`src/rtl/fir_pkg.sv`:
```
// Shared helpers for the FIR datapath: width derivation and signed saturation limits.
package fir_pkg;

    function automatic int unsigned clog2(input int unsigned v);
        int unsigned r;
        r = 0;
        while ((64'(1) << r) < 64'(v)) r++;
        return r;
    endfunction

    // Unique coefficients of an odd-length symmetric filter
    function automatic int unsigned calc_nc(input int unsigned taps);
        return (taps + 1) / 2;
    endfunction

    // Accumulator wide enough that the full symmetric sum can never overflow
    function automatic int unsigned calc_acc_w(input int unsigned d_w, input int unsigned c_w,
                                               input int unsigned taps);
        return d_w + c_w + 1 + clog2(calc_nc(taps));
    endfunction

    function automatic longint sat_max(input int unsigned w);
        return (longint'(1) <<< (w - 1)) - 1;
    endfunction

    function automatic longint sat_min(input int unsigned w);
        return -(longint'(1) <<< (w - 1));
    endfunction

endpackage

```
`src/rtl/fir_round_sat.sv`:
```
// Registered round-half-up, arithmetic shift and signed saturation stage.
module fir_round_sat
    import fir_pkg::*;
#(
    parameter int unsigned IN_W  = 21,
    parameter int unsigned OUT_W = 8,
    parameter int unsigned SHIFT = 7
) (
    input  logic             clk,
    input  logic             n_rst,
    input  logic             clear,
    input  logic             in_valid,
    input  logic [IN_W-1:0]  in_data,
    output logic             out_valid,
    output logic [OUT_W-1:0] out_data,
    output logic             sat
);

    localparam int unsigned RW = IN_W + 1;
    localparam logic signed [RW-1:0] RND   = RW'(1) << (SHIFT - 1);
    localparam logic signed [RW-1:0] MAX_V = RW'(sat_max(OUT_W));
    localparam logic signed [RW-1:0] MIN_V = RW'(sat_min(OUT_W));

    logic signed [RW-1:0] sum_c;
    logic signed [RW-1:0] r_c;
    logic [OUT_W-1:0]     data_c;
    logic                 sat_c;

    // One guard bit keeps the rounding add exact before the shift
    always_comb begin
        sum_c  = RW'($signed(in_data)) + RND;
        r_c    = sum_c >>> SHIFT;
        data_c = OUT_W'(r_c);
        sat_c  = 1'b0;
        if (r_c > MAX_V) begin
            data_c = OUT_W'(MAX_V);
            sat_c  = 1'b1;
        end else if (r_c < MIN_V) begin
            data_c = OUT_W'(MIN_V);
            sat_c  = 1'b1;
        end
    end

    // Data and flag hold between valid results; clear only kills the valid
    always_ff @(posedge clk or negedge n_rst) begin
        if (!n_rst) begin
            out_valid <= 1'b0;
            out_data  <= '0;
            sat       <= 1'b0;
        end else if (clear) begin
            out_valid <= 1'b0;
        end else begin
            out_valid <= in_valid;
            if (in_valid) begin
                out_data <= data_c;
                sat      <= sat_c;
            end
        end
    end

endmodule

```
`src/rtl/sym_fir_prog.sv`:
```
// Programmable odd-length symmetric FIR: delay line, pre-add/multiply, adder tree,
// then a shared round/saturate stage. Four-cycle latency, one output per input.
module sym_fir_prog
    import fir_pkg::*;
#(
    parameter int unsigned D_WIDTH   = 8,
    parameter int unsigned C_WIDTH   = 8,
    parameter int unsigned TAPS      = 19,
    parameter int unsigned OUT_SHIFT = 7
) (
    input  logic                               clk,
    input  logic                               n_rst,
    input  logic                               clear,
    input  logic                               in_valid,
    input  logic [D_WIDTH-1:0]                 xn_data,
    input  logic                               coef_we,
    input  logic [clog2(calc_nc(TAPS))-1:0]    coef_addr,
    input  logic [C_WIDTH-1:0]                 coef_wdata,
    output logic                               out_valid,
    output logic [D_WIDTH-1:0]                 yn_data,
    output logic                               sat
);

    localparam int unsigned NC     = calc_nc(TAPS);
    localparam int unsigned PRE_W  = D_WIDTH + 1;
    localparam int unsigned PROD_W = PRE_W + C_WIDTH;
    localparam int unsigned ACC_W  = calc_acc_w(D_WIDTH, C_WIDTH, TAPS);

    logic signed [D_WIDTH-1:0] dline  [TAPS];
    logic signed [C_WIDTH-1:0] coef   [NC];
    logic signed [PRE_W-1:0]   pre_c  [NC];
    logic signed [PROD_W-1:0]  prod   [NC];
    logic signed [ACC_W-1:0]   term_c [NC];
    logic signed [ACC_W-1:0]   sum_c;
    logic signed [ACC_W-1:0]   acc;
    logic                      v1;
    logic                      v2;
    logic                      v3;

    // Delay line: dline[0] is the newest sample, advances only on in_valid
    always_ff @(posedge clk or negedge n_rst) begin
        if (!n_rst) begin
            for (int i = 0; i < TAPS; i++) dline[i] <= '0;
            v1 <= 1'b0;
        end else if (clear) begin
            for (int i = 0; i < TAPS; i++) dline[i] <= '0;
            v1 <= 1'b0;
        end else begin
            v1 <= in_valid;
            if (in_valid) begin
                dline[0] <= $signed(xn_data);
                for (int i = 1; i < TAPS; i++) dline[i] <= dline[i-1];
            end
        end
    end

    // Coefficient bank survives clear; out-of-range addresses are dropped
    always_ff @(posedge clk or negedge n_rst) begin
        if (!n_rst) begin
            for (int i = 0; i < NC; i++) coef[i] <= '0;
        end else if (coef_we && (32'(coef_addr) < NC)) begin
            coef[coef_addr] <= $signed(coef_wdata);
        end
    end

    // Per-tap pre-add of mirrored samples; the centre tap has no partner
    for (genvar g = 0; g < NC; g++) begin : g_tap
        if (g == NC - 1) begin : g_centre
            assign pre_c[g] = PRE_W'(dline[g]);
        end else begin : g_pair
            assign pre_c[g] = PRE_W'(dline[g]) + PRE_W'(dline[TAPS-1-g]);
        end
        assign term_c[g] = ACC_W'(prod[g]);
    end

    always_ff @(posedge clk or negedge n_rst) begin
        if (!n_rst) begin
            for (int i = 0; i < NC; i++) prod[i] <= '0;
            v2 <= 1'b0;
        end else if (clear) begin
            for (int i = 0; i < NC; i++) prod[i] <= '0;
            v2 <= 1'b0;
        end else begin
            v2 <= v1;
            if (v1) begin
                for (int i = 0; i < NC; i++) prod[i] <= PROD_W'(pre_c[i]) * PROD_W'(coef[i]);
            end
        end
    end

    always_comb begin
        sum_c = '0;
        for (int i = 0; i < NC; i++) sum_c = sum_c + term_c[i];
    end

    always_ff @(posedge clk or negedge n_rst) begin
        if (!n_rst) begin
            acc <= '0;
            v3  <= 1'b0;
        end else if (clear) begin
            acc <= '0;
            v3  <= 1'b0;
        end else begin
            v3 <= v2;
            if (v2) acc <= sum_c;
        end
    end

    fir_round_sat #(
        .IN_W  (ACC_W),
        .OUT_W (D_WIDTH),
        .SHIFT (OUT_SHIFT)
    ) u_round_sat (
        .clk       (clk),
        .n_rst     (n_rst),
        .clear     (clear),
        .in_valid  (v3),
        .in_data   (acc),
        .out_valid (out_valid),
        .out_data  (yn_data),
        .sat       (sat)
    );

endmodule

```
`config.mk`:
```
export PLATFORM = sky130hd
export DESIGN_NAME = sym_fir_prog
export DESIGN_NICKNAME = d
export VERILOG_FILES = /design/src/rtl/fir_pkg.sv /design/src/rtl/fir_round_sat.sv /design/src/rtl/sym_fir_prog.sv
export SDC_FILE = /design/constraint.sdc
export NUM_CORES = 2
export LEC_CHECK = 0
export ABC_AREA = 1
export ABC_CLOCK_PERIOD_IN_PS = 12050
export CAP_MARGIN = 15
export CORE_MARGIN = 2
export CORE_UTILIZATION = 45
export DETAILED_ROUTE_END_ITERATION = 8
export HOLD_SLACK_MARGIN = 0.08
export MAX_ROUTING_LAYER = met4
export PLACE_DENSITY = 0.63
export SLEW_MARGIN = 25
export SYNTH_ARGS = -nofsm -noshare
export SYNTH_HDL_FRONTEND = slang
export SYNTH_SLANG_ARGS = --single-unit
```
`constraint.sdc`:
```
create_clock -name clk -period 12.05 [get_ports clk]
set_input_delay 2.41 -clock clk [delete_from_list [all_inputs] [get_ports clk]]
set_output_delay 2.41 -clock clk [all_outputs]
set_load 0.1 [all_outputs]
```
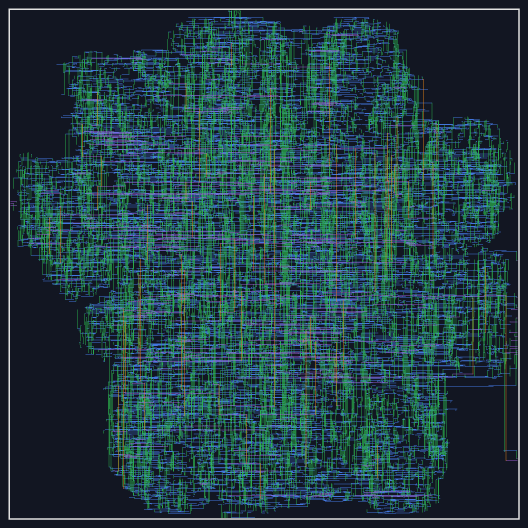
metal_stack.png
Drawn at 1.5 px/um.
legend:
  blue:
    layer: met1
    wire_length: 62.7 mm
  orange:
    layer: met4
    wire_length: 2770 um
  purple:
    layer: met3
    wire_length: 7670 um
  green:
    layer: met2
    wire_length: 63.6 mm

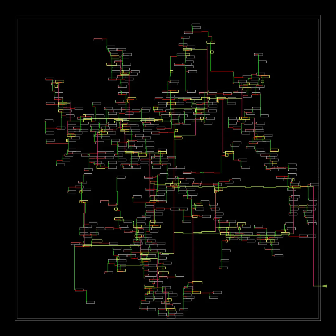
final_clocks.png
clkbuf count: 70
Flops: 429

==> flow_metrics.tcl <==
# collected from the flow reports
set metrics [dict create \
    vias 38500 \
    layout.nets 7242 \
    drc 0 \
    clkTransAtPathRegs_ps 60 \
    run_status "finished clean" \
    cap_violations 0 \
    regToRegStartpoint "dline[32]$_DFFE_PN0P_" \
    die_h_um 339 \
    final_common_cell "inv_1" \
    instances_no_fill 7594 \
    avgSynthCellArea_sq_um 8.28 \
    fmax_mhz 169 \
    grt_max_degree 157 \
    power_leader "combinational cells" \
    finalHoldViolCount 0 \
    grt_util_met3_pct 2.69 \
    viasPerCell 5.07 \
    yosys-stat-cells 6094 \
    power_mw 5.68 \
    syn_inst 6094 \
    nFillCells 10700 \
    htreeDepth 2 \
    most-common-layout-cells "inv_1, nand2_1, fa_1" \
    ir_worst_vdd_mv 0.114 \
    startpoint "dline[32]$_DFFE_PN0P_" \
    enable_flop_cells 0 \
    path_class "reg -> reg" \
    seq_area_share_pct 19.8 \
    worstPathRequired_ps 12560 \
    dpl-instance-area_sq_um 52300 \
    grt_antenna_before_repair 3 \
    place_ws_ps 6210 \
]
